[src/rtl/pdm_capture_pkg.sv]
// Shared state encoding and sample-width helper for pdm_capture_ctrl.
// PDM_SIGNED_OUT_EN widens the sample by one bit for two's-complement output.
package pdm_capture_pkg;

    localparam int STATE_W = 2;

    localparam logic [STATE_W-1:0] ST_IDLE    = 2'd0;
    localparam logic [STATE_W-1:0] ST_WARMUP  = 2'd1;
    localparam logic [STATE_W-1:0] ST_CAPTURE = 2'd2;

`ifdef PDM_SIGNED_OUT_EN
    localparam bit SIGNED_OUT = 1'b1;
`else
    localparam bit SIGNED_OUT = 1'b0;
`endif

    // A signed sample needs one extra bit to hold -WINDOW..+WINDOW.
    function automatic int sample_width(input int cnt_w);
        return SIGNED_OUT ? cnt_w + 1 : cnt_w;
    endfunction

endpackage

[src/rtl/pdm_clk_div.sv]
// Mic clock divider: free-runs while run is high, parked at zero otherwise.
// mic_clk is registered from the next count so it lines up with div_cnt.
module pdm_clk_div #(
    parameter int CLK_DIV = 32
) (
    input  logic clk,
    input  logic reset,
    input  logic run,
    output logic mic_clk,
    output logic tick
);

    localparam int DIV_W = $clog2(CLK_DIV);
    localparam logic [DIV_W-1:0] DIV_LAST = DIV_W'(CLK_DIV - 1);
    localparam logic [DIV_W-1:0] DIV_HALF = DIV_W'(CLK_DIV / 2);

    logic [DIV_W-1:0] r_div_cnt;
    logic             r_running;
    logic             r_mic_clk;
    logic [DIV_W-1:0] w_div_nxt;

    // run is the next-cycle busy, so the first busy cycle starts at zero.
    always_comb begin
        w_div_nxt = '0;
        if (run && r_running) begin
            w_div_nxt = (r_div_cnt == DIV_LAST) ? '0 : r_div_cnt + 1'b1;
        end
    end

    always_ff @(posedge clk) begin
        if (reset) begin
            r_div_cnt <= '0;
            r_running <= 1'b0;
            r_mic_clk <= 1'b0;
        end else begin
            r_div_cnt <= w_div_nxt;
            r_running <= run;
            r_mic_clk <= run && (w_div_nxt < DIV_HALF);
        end
    end

    assign tick    = r_running && (r_div_cnt == DIV_LAST);
    assign mic_clk = r_mic_clk;

endmodule

[src/rtl/pdm_capture_ctrl.sv]
// PDM microphone sequencer: gated mic clock, warm-up hold-off, windowed ones count.
// Define PDM_SIGNED_OUT_EN for two's-complement samples (2*ones - WINDOW).
module pdm_capture_ctrl
    import pdm_capture_pkg::*;
#(
    parameter  int CLK_DIV     = 32,
    parameter  int WARMUP_CLKS = 8192,
    parameter  int WINDOW      = 64,
    parameter  int CNT_W       = $clog2(WINDOW + 1),
    localparam int SAMPLE_W    = sample_width(CNT_W)
) (
    input  logic                clk_8_192_MHz,
    input  logic                reset,
    input  logic                start,
    input  logic                stop,
    input  logic                pdm_data,
    output logic                mic_clk,
    output logic                busy,
    output logic [STATE_W-1:0]  state,
    output logic [SAMPLE_W-1:0] sample,
    output logic                sample_valid,
    input  logic                sample_ready,
    output logic                overrun
);

    localparam int WARM_W = $clog2(WARMUP_CLKS + 1);
    localparam int BIT_W  = $clog2(WINDOW);
    localparam logic [WARM_W-1:0] WARM_LAST = WARM_W'(WARMUP_CLKS - 1);
    localparam logic [BIT_W-1:0]  BIT_LAST  = BIT_W'(WINDOW - 1);

    logic [STATE_W-1:0]  r_state;
    logic [STATE_W-1:0]  w_state_nxt;
    logic [WARM_W-1:0]   r_warm_cnt;
    logic [BIT_W-1:0]    r_bit_cnt;
    logic [CNT_W-1:0]    r_acc;
    logic [SAMPLE_W-1:0] r_sample;
    logic                r_valid;
    logic                r_overrun;

    logic                w_tick;
    logic                w_run;
    logic                w_busy;
    logic                w_start_ok;
    logic                w_warm_done;
    logic                w_win_done;
    logic                w_xfer;
    logic [CNT_W-1:0]    w_ones;

    function automatic logic [SAMPLE_W-1:0] to_sample(input logic [CNT_W-1:0] ones);
`ifdef PDM_SIGNED_OUT_EN
        logic signed [SAMPLE_W-1:0] scaled;
        scaled = $signed({ones, 1'b0}) - $signed(SAMPLE_W'(WINDOW));
        return scaled;
`else
        return ones;
`endif
    endfunction

    assign w_busy      = (r_state != ST_IDLE);
    assign w_start_ok  = start && !stop;
    assign w_warm_done = (r_state == ST_WARMUP) && w_tick && (r_warm_cnt == WARM_LAST);
    // A stop on the final tick discards the window like any other stop.
    assign w_win_done  = (r_state == ST_CAPTURE) && !stop && w_tick && (r_bit_cnt == BIT_LAST);
    assign w_ones      = r_acc + CNT_W'(pdm_data);
    assign w_xfer      = r_valid && sample_ready;

    always_comb begin
        w_state_nxt = r_state;
        case (r_state)
            ST_IDLE: begin
                if (w_start_ok) w_state_nxt = ST_WARMUP;
            end
            ST_WARMUP: begin
                if (stop)             w_state_nxt = ST_IDLE;
                else if (w_warm_done) w_state_nxt = ST_CAPTURE;
            end
            ST_CAPTURE: begin
                if (stop) w_state_nxt = ST_IDLE;
            end
            default: w_state_nxt = ST_IDLE;
        endcase
    end

    assign w_run = (w_state_nxt != ST_IDLE);

    pdm_clk_div #(
        .CLK_DIV (CLK_DIV)
    ) u_clk_div (
        .clk     (clk_8_192_MHz),
        .reset   (reset),
        .run     (w_run),
        .mic_clk (mic_clk),
        .tick    (w_tick)
    );

    always_ff @(posedge clk_8_192_MHz) begin
        if (reset) begin
            r_state    <= ST_IDLE;
            r_warm_cnt <= '0;
            r_bit_cnt  <= '0;
            r_acc      <= '0;
        end else begin
            r_state <= w_state_nxt;

            if ((r_state != ST_WARMUP) || stop || w_warm_done) begin
                r_warm_cnt <= '0;
            end else if (w_tick) begin
                r_warm_cnt <= r_warm_cnt + 1'b1;
            end

            if ((r_state != ST_CAPTURE) || stop || w_win_done) begin
                r_bit_cnt <= '0;
                r_acc     <= '0;
            end else if (w_tick) begin
                r_bit_cnt <= r_bit_cnt + 1'b1;
                r_acc     <= w_ones;
            end
        end
    end

    // Output slot: a pending sample is never overwritten, only flagged.
    always_ff @(posedge clk_8_192_MHz) begin
        if (reset) begin
            r_sample  <= '0;
            r_valid   <= 1'b0;
            r_overrun <= 1'b0;
        end else begin
            if (w_win_done) begin
                if (!r_valid || w_xfer) begin
                    r_sample <= to_sample(w_ones);
                    r_valid  <= 1'b1;
                end else begin
                    r_overrun <= 1'b1;
                end
            end else if (w_xfer) begin
                r_valid <= 1'b0;
            end

            if ((r_state == ST_IDLE) && w_start_ok) begin
                r_overrun <= 1'b0;
            end
        end
    end

    assign busy         = w_busy;
    assign state        = r_state;
    assign sample       = r_sample;
    assign sample_valid = r_valid;
    assign overrun      = r_overrun;

endmodule

[config.mk]
export PLATFORM = sky130hd
export DESIGN_NAME = pdm_capture_ctrl
export DESIGN_NICKNAME = d
export VERILOG_FILES = /design/src/rtl/pdm_capture_pkg.sv /design/src/rtl/pdm_clk_div.sv /design/src/rtl/pdm_capture_ctrl.sv
export SDC_FILE = /design/constraint.sdc
export NUM_CORES = 1
export LEC_CHECK = 0
export CORE_ASPECT_RATIO = 0.5
export CORE_MARGIN = 1
export CORE_UTILIZATION = 51
export DETAILED_ROUTE_END_ITERATION = 10
export GPL_ROUTABILITY_DRIVEN = 0
export PLACE_DENSITY = 0.7
export REMOVE_ABC_BUFFERS = 1
export SKIP_CTS_REPAIR_TIMING = 1
export SYNTH_ARGS = -nofsm -noshare
export SYNTH_HDL_FRONTEND = slang
export SYNTH_HIERARCHICAL = 1
export SYNTH_SLANG_ARGS = --single-unit
[constraint.sdc]
create_clock -name clk_8_192_MHz -period 2.6 [get_ports clk_8_192_MHz]
set_clock_uncertainty 0.1 [all_clocks]
set_input_delay 0.52 -clock clk_8_192_MHz [delete_from_list [all_inputs] [get_ports clk_8_192_MHz]]
set_output_delay 0.52 -clock clk_8_192_MHz [all_outputs]
set_load 0.005 [all_outputs]
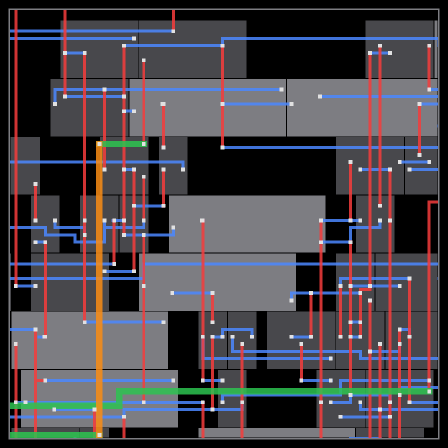
run_1/zoom.png
Window x 57 to 77, y 24 to 44 um. Cells in grey, sequential cells in the stronger grey; small squares are vias.
Orange stands for met4. Blue stands for met1. Red stands for met2. Green stands for met3.
Sequential cells in the window: 6. Most frequent: xor2_1 (6), nor2_1 (6), dfxtp_1 (6). 29 logic cells have their middle in the window. Netlist names of flops here include r_acc (2).

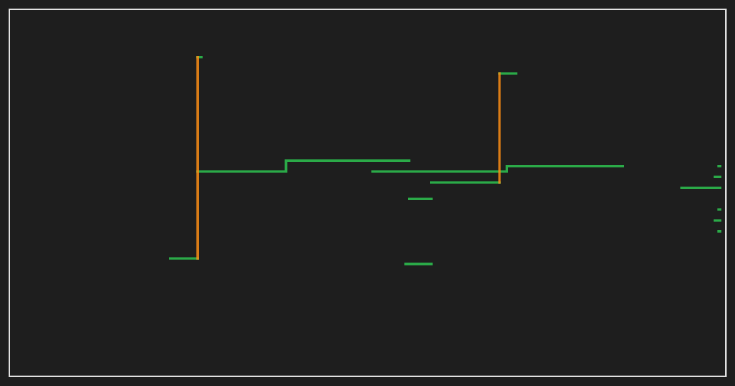
run_1/metal_stack.png
Scale: 8 px per um. Two of the layers only.
Orange stands for met4, wire length 38.8 um. Green stands for met3, wire length 86.9 um.
wire per inst: 11.99 um
Tot GR Track Use: 0.1901
via count: 1409
WL final: 3357 um

==> impl_metrics.ini, run 1 <==
; flow metrics
[synthesis]
synth-xor-area-share = 0.1305
ys_chip_area_um2 = 1947
synth_cells = 204
top_cells_by_count = dfxtp_1, nor2_1, xor2_1
synth_area_per_cell_um2 = 9.543
ys_sh_mux = 0.04627
syn_area_um2 = 1947
ys_sh_simple = 0.2590
yosys_cells = 204
synth_cell_types = 35
yosys_warnings = 6
top_cell_area_share = 0.4627
logic_family = simple AND/OR/NAND/NOR gates
ys_top_cells_by_area = dfxtp_1, nor2_1, xor2_1
most_common_cell = dfxtp_1
ys_async_sr_fraction = 0

[grt]
first_global_vias = 1315
busiest_layer = met2
grt_max_degree = 14
grt_use_met3 = 0.06522
grt-ovfl-total = 0
met1_usage = 0.2351
grt_pass1_wl_um = 5609
grt_use_met2 = 0.3115
antenna_found_initial = 0

[drt]
viasPerCell = 5.032
met2WireLength_um = 1517
drtIter0Drc = 44
ant_nets = 0
top_layer = met4
drc_errors = 0
m1WireLength_um = 1715
firstDrtPassIters = 4
wl_met3_um = 86

[placed_design]
dp.cells = 272
port-buffer-count = 18
post-place-ws_ps = 152.6

[cells_and_area]
fill_cells = 302
ff_latch_area_um2 = 900.9
dominant-cell-class = logic gates
logic_area_um2 = 1006
clkbuf_count = 7
clock_area_frac = 0.05016
drive_above_1_share = 0.1179
fin_cells = 280
post-route-util = 0.6540
comb_share = 0.4337
lay_top_count = dfxtp_1
antenna_cells = 0
largest_reg_flops = 14
final-nonclk-buf-share = 0.09385
lay_top_cells = dfxtp_1, nor2_1, clkdlybuf4s50_1
area_growth_pct = 19.15
inverters_excl_clock = 4

[critical_path]
critical_path.top_delay_family = simple AND/OR/NAND/NOR gates
crit_fanout = 9
crit_path_start_kind = flop
r2r-start = u_clk_div/r_div_cnt[0]
crit_start = u_clk_div/r_div_cnt[0]
path_cells = ha_1, and3_1, ha_1, and2_1, buf_4, nand4_2, nor4_4, buf_4, mux2i_1, nor2_1
path_class = reg -> reg
crit_end = sample[1]
arrival_ps = 2490
crit_cells = 10
slowest_stage = dfxtp_1
cpPeakStageDelay_ps = 360
worst-r2r-cell-count = 10

[clocking]
root_buffer = clkbuf_8
htreeDepth = 2
cts_buffers = 5
cts_tree = built
cts_sinks = 45
insertion_delay_ps = 300
cts.path.max_buffers = 2

[floorplan]
core_area_um2 = 3547
die_h_um = 45.69
chip_area_um2 = 4084
fp_util = 0.5489
die_w_um = 89.38
rows = 15

[power_and_ir_drop]
powerDensity_nw_per_um2 = 546.4
p_comb_mw = 0.0303
p_int_mw = 1.022
p_clk_frac = 0.429
pwr-share-seq = 0.547
maxPowerGroup = sequential cells
switchingPower_mw = 0.2454
clock_power_mw = 0.544
p_seq_mw = 0.693

[min_path]
hold_path_class = reg -> reg
worstHoldStart = u_clk_div/r_div_cnt[0]
whs_endpoint = u_clk_div/r_div_cnt[0]

[final_timing]
rsz0062_at_grt = false
hold_violations = 0
max_freq_ghz = 0.4183
tns_ps = 0
worst_slew_pin_slew_ps = 455.7
finalSetupViolations = 0
worst_slack_ps = 209.2
hold_slack_ps = 356.7
final_max_slew_viol_count = 0
relSlewSlack = 0.6960
layout_min_cycle_time_ps = 2391

[status]
status = complete, no violations

[flow_run]
warning_count = 25
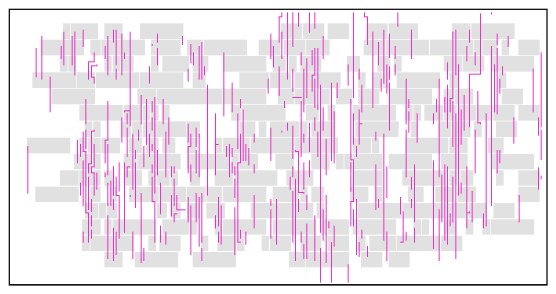
run_1/met2.png
Scale: 6 px per um. Cells faint in the background.
The wires run mostly vertical. The longest straight run is 26.5 um. The layer carries 1520 um of wire.

==> run 2, diff against run 1 <==
--- a/config.mk
+++ b/config.mk
@@ -5,15 +5,18 @@
 export SDC_FILE = /design/constraint.sdc
 export NUM_CORES = 1
 export LEC_CHECK = 0
+export CELL_PAD_IN_SITES_DETAIL_PLACEMENT = 2
+export CELL_PAD_IN_SITES_GLOBAL_PLACEMENT = 2
 export CORE_ASPECT_RATIO = 0.5
 export CORE_MARGIN = 1
-export CORE_UTILIZATION = 51
+export CORE_UTILIZATION = 35
 export DETAILED_ROUTE_END_ITERATION = 10
 export GPL_ROUTABILITY_DRIVEN = 0
-export PLACE_DENSITY = 0.7
+export PLACE_DENSITY = 0.75
 export REMOVE_ABC_BUFFERS = 1
 export SKIP_CTS_REPAIR_TIMING = 1
 export SYNTH_ARGS = -nofsm -noshare
 export SYNTH_HDL_FRONTEND = slang
 export SYNTH_HIERARCHICAL = 1
 export SYNTH_SLANG_ARGS = --single-unit
+export TNS_END_PERCENT = 5
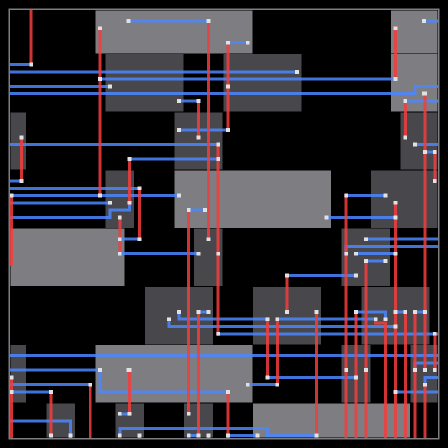
run_2/zoom.png
Window x 71 to 91, y 31 to 51 um. Cells in grey, sequential cells in the stronger grey; small squares are vias.
Blue stands for met1. Red stands for met2.
Most frequent: nor2_1 (7), dfxtp_1 (5), xor2_1 (4). Sequential cells in the window: 5. 21 logic cells have their middle in the window. Netlist names of flops here include r_acc (3).

==> run 2 against run 1 <==
  * Critical path depth down 1
  * Power is 11% lower
  * Clock power decreased by 26%
  * Global-route usage is 2.0 points lower
  * Cell count up 6.4%
  * Non-clock buffer count up 1
  * Die size up 44%
  * Largest cell class unchanged
  * Synthesized cell count unchanged
  * Synthesized area is the same
==> impl_metrics.ini, run 2 <==
; flow metrics
[synthesis]
yosys_warnings = 6
synth_area_per_cell_um2 = 9.543
ys_sh_simple = 0.2590
yosys_cells = 204
logic_family = simple AND/OR/NAND/NOR gates
ys_top_cells_by_area = dfxtp_1, nor2_1, xor2_1
syn_area_um2 = 1947
synth_cell_types = 35
synth_cells = 204
synth-xor-area-share = 0.1305
top_cells_by_count = dfxtp_1, nor2_1, xor2_1
ys_chip_area_um2 = 1947

[cells_and_area]
drive_above_1_share = 0.1228
clkbuf_count = 5
fill_cells = 578
logic_area_um2 = 1007
lay_top_count = dfxtp_1
area_growth_pct = 18.64
ff_latch_area_um2 = 900.9
dominant-cell-class = logic gates
post-route-util = 0.4498
lay_top_cells = dfxtp_1, nor2_1, clkdlybuf4s50_1
fin_cells = 298
antenna_cells = 0
final-nonclk-buf-share = 0.09751
inverters_excl_clock = 4
clock_area_frac = 0.03196

[min_path]
worstHoldStart = u_clk_div/r_div_cnt[0]
hold_path_class = reg -> reg
whs_endpoint = u_clk_div/r_div_cnt[0]

[status]
status = complete, no violations

[critical_path]
critical_path.top_delay_family = simple AND/OR/NAND/NOR gates
r2r-start = u_clk_div/r_div_cnt[0]
crit_end = r_warm_cnt[2]
crit_cells = 9
arrival_ps = 2420
crit_path_start_kind = flop
worst-r2r-cell-count = 9
slowest_stage = dfxtp_1
path_cells = ha_1, and3_1, ha_1, and2_2, nand4_2, or2_2, o31ai_2, buf_4, nor2_1
path_class = reg -> reg

[drt]
firstDrtPassIters = 4
routed_wl_um = 4380
vias = 1478
ant_nets = 0
viasPerCell = 4.960
met2WireLength_um = 2057
drtIter0Drc = 26
wl_met3_um = 117

[final_timing]
max_freq_ghz = 0.4290
hold_violations = 0
final_max_slew_viol_count = 0
worst_slew_pin_slew_ps = 459.7
hold_slack_ps = 355.6
layout_min_cycle_time_ps = 2331
worst_slack_ps = 268.8
relSlewSlack = 0.6933
finalSetupViolations = 0
rsz0062_at_grt = false

[grt]
grt_use_met3 = 0.05000
antenna_found_initial = 0
grt-ovfl-total = 0
globalRouteTotalUtil = 0.1698
grt_pass1_wl_um = 7196
busiest_layer = met2
grt_use_met2 = 0.3022
met1_usage = 0.1991
first_global_vias = 1477
grt_max_degree = 13

[clocking]
root_buffer = clkbuf_8
cts_sinks = 45
cts.path.max_buffers = 2
insertion_delay_ps = 300
htreeDepth = 2

[floorplan]
die_w_um = 107.5
chip_area_um2 = 5883
fp_util = 0.3791
die_h_um = 54.74
core_area_um2 = 5135
rows = 18

[placed_design]
dp.cells = 292
post-place-ws_ps = 118.1

[power_and_ir_drop]
p_seq_mw = 0.694
p_comb_mw = 0.0319
maxPowerGroup = sequential cells
pwr-share-seq = 0.614
p_clk_frac = 0.358
p_int_mw = 0.8863
powerDensity_nw_per_um2 = 489.3
clock_power_mw = 0.404

[flow_run]
warning_count = 25
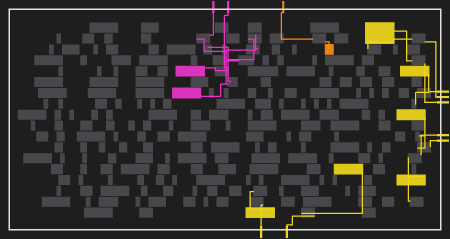
run_2/port_nets.png
Scale: 4 px per um.
Magenta stands for state, bits 2, direction output, edge top, end cells 2, buffers 2, wire 101 um. Yellow stands for sample, bits 7, direction output, edge 5 right, 2 bottom, end cells 7, buffers 7, wire 160 um. Orange stands for sample_ready, bits 1, direction input, edge top, end cells 1, buffers 1, wire 18.0 um.

==> run 3, diff against run 2 <==
--- a/config.mk
+++ b/config.mk
@@ -5,6 +5,7 @@
 export SDC_FILE = /design/constraint.sdc
 export NUM_CORES = 1
 export LEC_CHECK = 0
+export ABC_CLOCK_PERIOD_IN_PS = 2600
 export CELL_PAD_IN_SITES_DETAIL_PLACEMENT = 2
 export CELL_PAD_IN_SITES_GLOBAL_PLACEMENT = 2
 export CORE_ASPECT_RATIO = 0.5
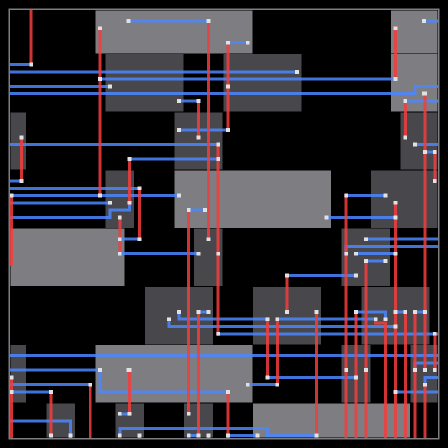
run_3/zoom.png
Window x 71 to 91, y 31 to 51 um. Cells in grey, sequential cells in the stronger grey; small squares are vias.
Blue stands for met1. Red stands for met2.
21 logic cells have their middle in the window. Sequential cells in the window: 5. Netlist names of flops here include r_acc (3). Most frequent: nor2_1 (7), dfxtp_1 (5), xor2_1 (4).

==> run 3 against run 2 <==
  * Synthesized area is the same
  * Cell count unchanged
  * Critical path depth unchanged
  * Utilization unchanged
  * Worst hold slack did not move
  * Highest routed layer unchanged
  * Combinational power about the same
  * Non-clock buffer count unchanged
  * Largest cell class unchanged
  * Global-route usage unchanged
  * Clock-buffer cell count unchanged
  * Sequential power about the same
  * First-iteration DRC count unchanged
  * Critical endpoint unchanged
==> impl_metrics.ini, run 3 <==
; flow metrics
[synthesis]
syn_area_um2 = 1947
yosys_warnings = 6
ys_top_cells_by_area = dfxtp_1, nor2_1, xor2_1
ys_chip_area_um2 = 1947
ys_sh_mux = 0.04627
synth_area_per_cell_um2 = 9.543
top_cells_by_count = dfxtp_1, nor2_1, xor2_1
synth_cells = 204
most_common_cell = dfxtp_1
ys_async_sr_fraction = 0
synth_cell_types = 35
top_cell_area_share = 0.4627
yosys_cells = 204
ys_sh_simple = 0.2590

[clocking]
insertion_delay_ps = 300
cts.path.max_buffers = 2
cts_sinks = 45
htreeDepth = 2
root_buffer = clkbuf_8
cts_buffers = 5
cts_tree = built

[critical_path]
crit_path_start_kind = flop
crit_start = u_clk_div/r_div_cnt[0]
crit_fanout = 11
arrival_ps = 2420
critical_path.top_delay_family = simple AND/OR/NAND/NOR gates
worst-r2r-cell-count = 9
path_class = reg -> reg
r2r-start = u_clk_div/r_div_cnt[0]
cpPeakStageDelay_ps = 360
crit_end = r_warm_cnt[2]
crit_cells = 9
path_cells = ha_1, and3_1, ha_1, and2_2, nand4_2, or2_2, o31ai_2, buf_4, nor2_1

[min_path]
hold-path-cell-count = 1
whs_endpoint = u_clk_div/r_div_cnt[0]
worstHoldStart = u_clk_div/r_div_cnt[0]
hold_path_class = reg -> reg

[drt]
m1WireLength_um = 2144
wl_met3_um = 117
top_layer = met4
firstDrtPassIters = 4
drtIter0Drc = 26
vias = 1478
drc_errors = 0
routed_wl_um = 4380
ant_nets = 0
viasPerCell = 4.960

[final_timing]
worst_slew_pin_slew_ps = 459.7
max_freq_ghz = 0.4290
final_max_slew_viol_count = 0
relSlewSlack = 0.6933
finalSetupViolations = 0
hold_slack_ps = 355.6
tns_ps = 0
layout_min_cycle_time_ps = 2331
hold_violations = 0

[power_and_ir_drop]
maxPowerGroup = sequential cells
clock_power_mw = 0.404
pwr-share-seq = 0.614
p_comb_mw = 0.0319
powerDensity_nw_per_um2 = 489.3
p_clk_frac = 0.358
switchingPower_mw = 0.2439
vdd.ir_drop.worst_uv = 260.9
p_int_mw = 0.8863
p_seq_mw = 0.694

[grt]
busiest_layer = met2
first_global_vias = 1477
grt_use_met3 = 0.05000
met1_usage = 0.1991
grt-ovfl-total = 0
grt_max_degree = 13
grt_use_met2 = 0.3022
grt_pass1_wl_um = 7196
globalRouteTotalUtil = 0.1698
antenna_found_initial = 0

[cells_and_area]
dominant-cell-class = logic gates
final-nonclk-buf-share = 0.09751
antenna_cells = 0
area_growth_pct = 18.64
ff_latch_area_um2 = 900.9
logic_area_um2 = 1007
drive_above_1_share = 0.1228
fill_cells = 578
clkbuf_count = 5
lay_top_count = dfxtp_1
inverters_excl_clock = 4
clock_area_frac = 0.03196
largest_reg_flops = 14
fin_cells = 298
comb_share = 0.4361
lay_top_cells = dfxtp_1, nor2_1, clkdlybuf4s50_1

[floorplan]
chip_area_um2 = 5883
rows = 18
die_h_um = 54.74
die_w_um = 107.5
core_area_um2 = 5135
fp_util = 0.3791

[flow_run]
warning_count = 25

[placed_design]
dp.cells = 292
post-place-ws_ps = 118.1

[status]
status = complete, no violations
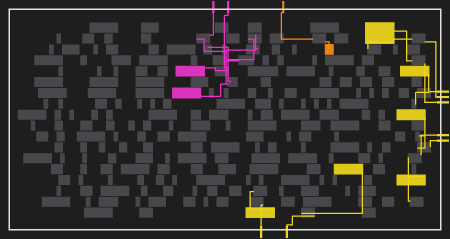
run_3/port_nets.png
Scale: 4 px per um.
number of port buffers: 18
Top Ports: 19

Power and IR drop assume default switching activity.
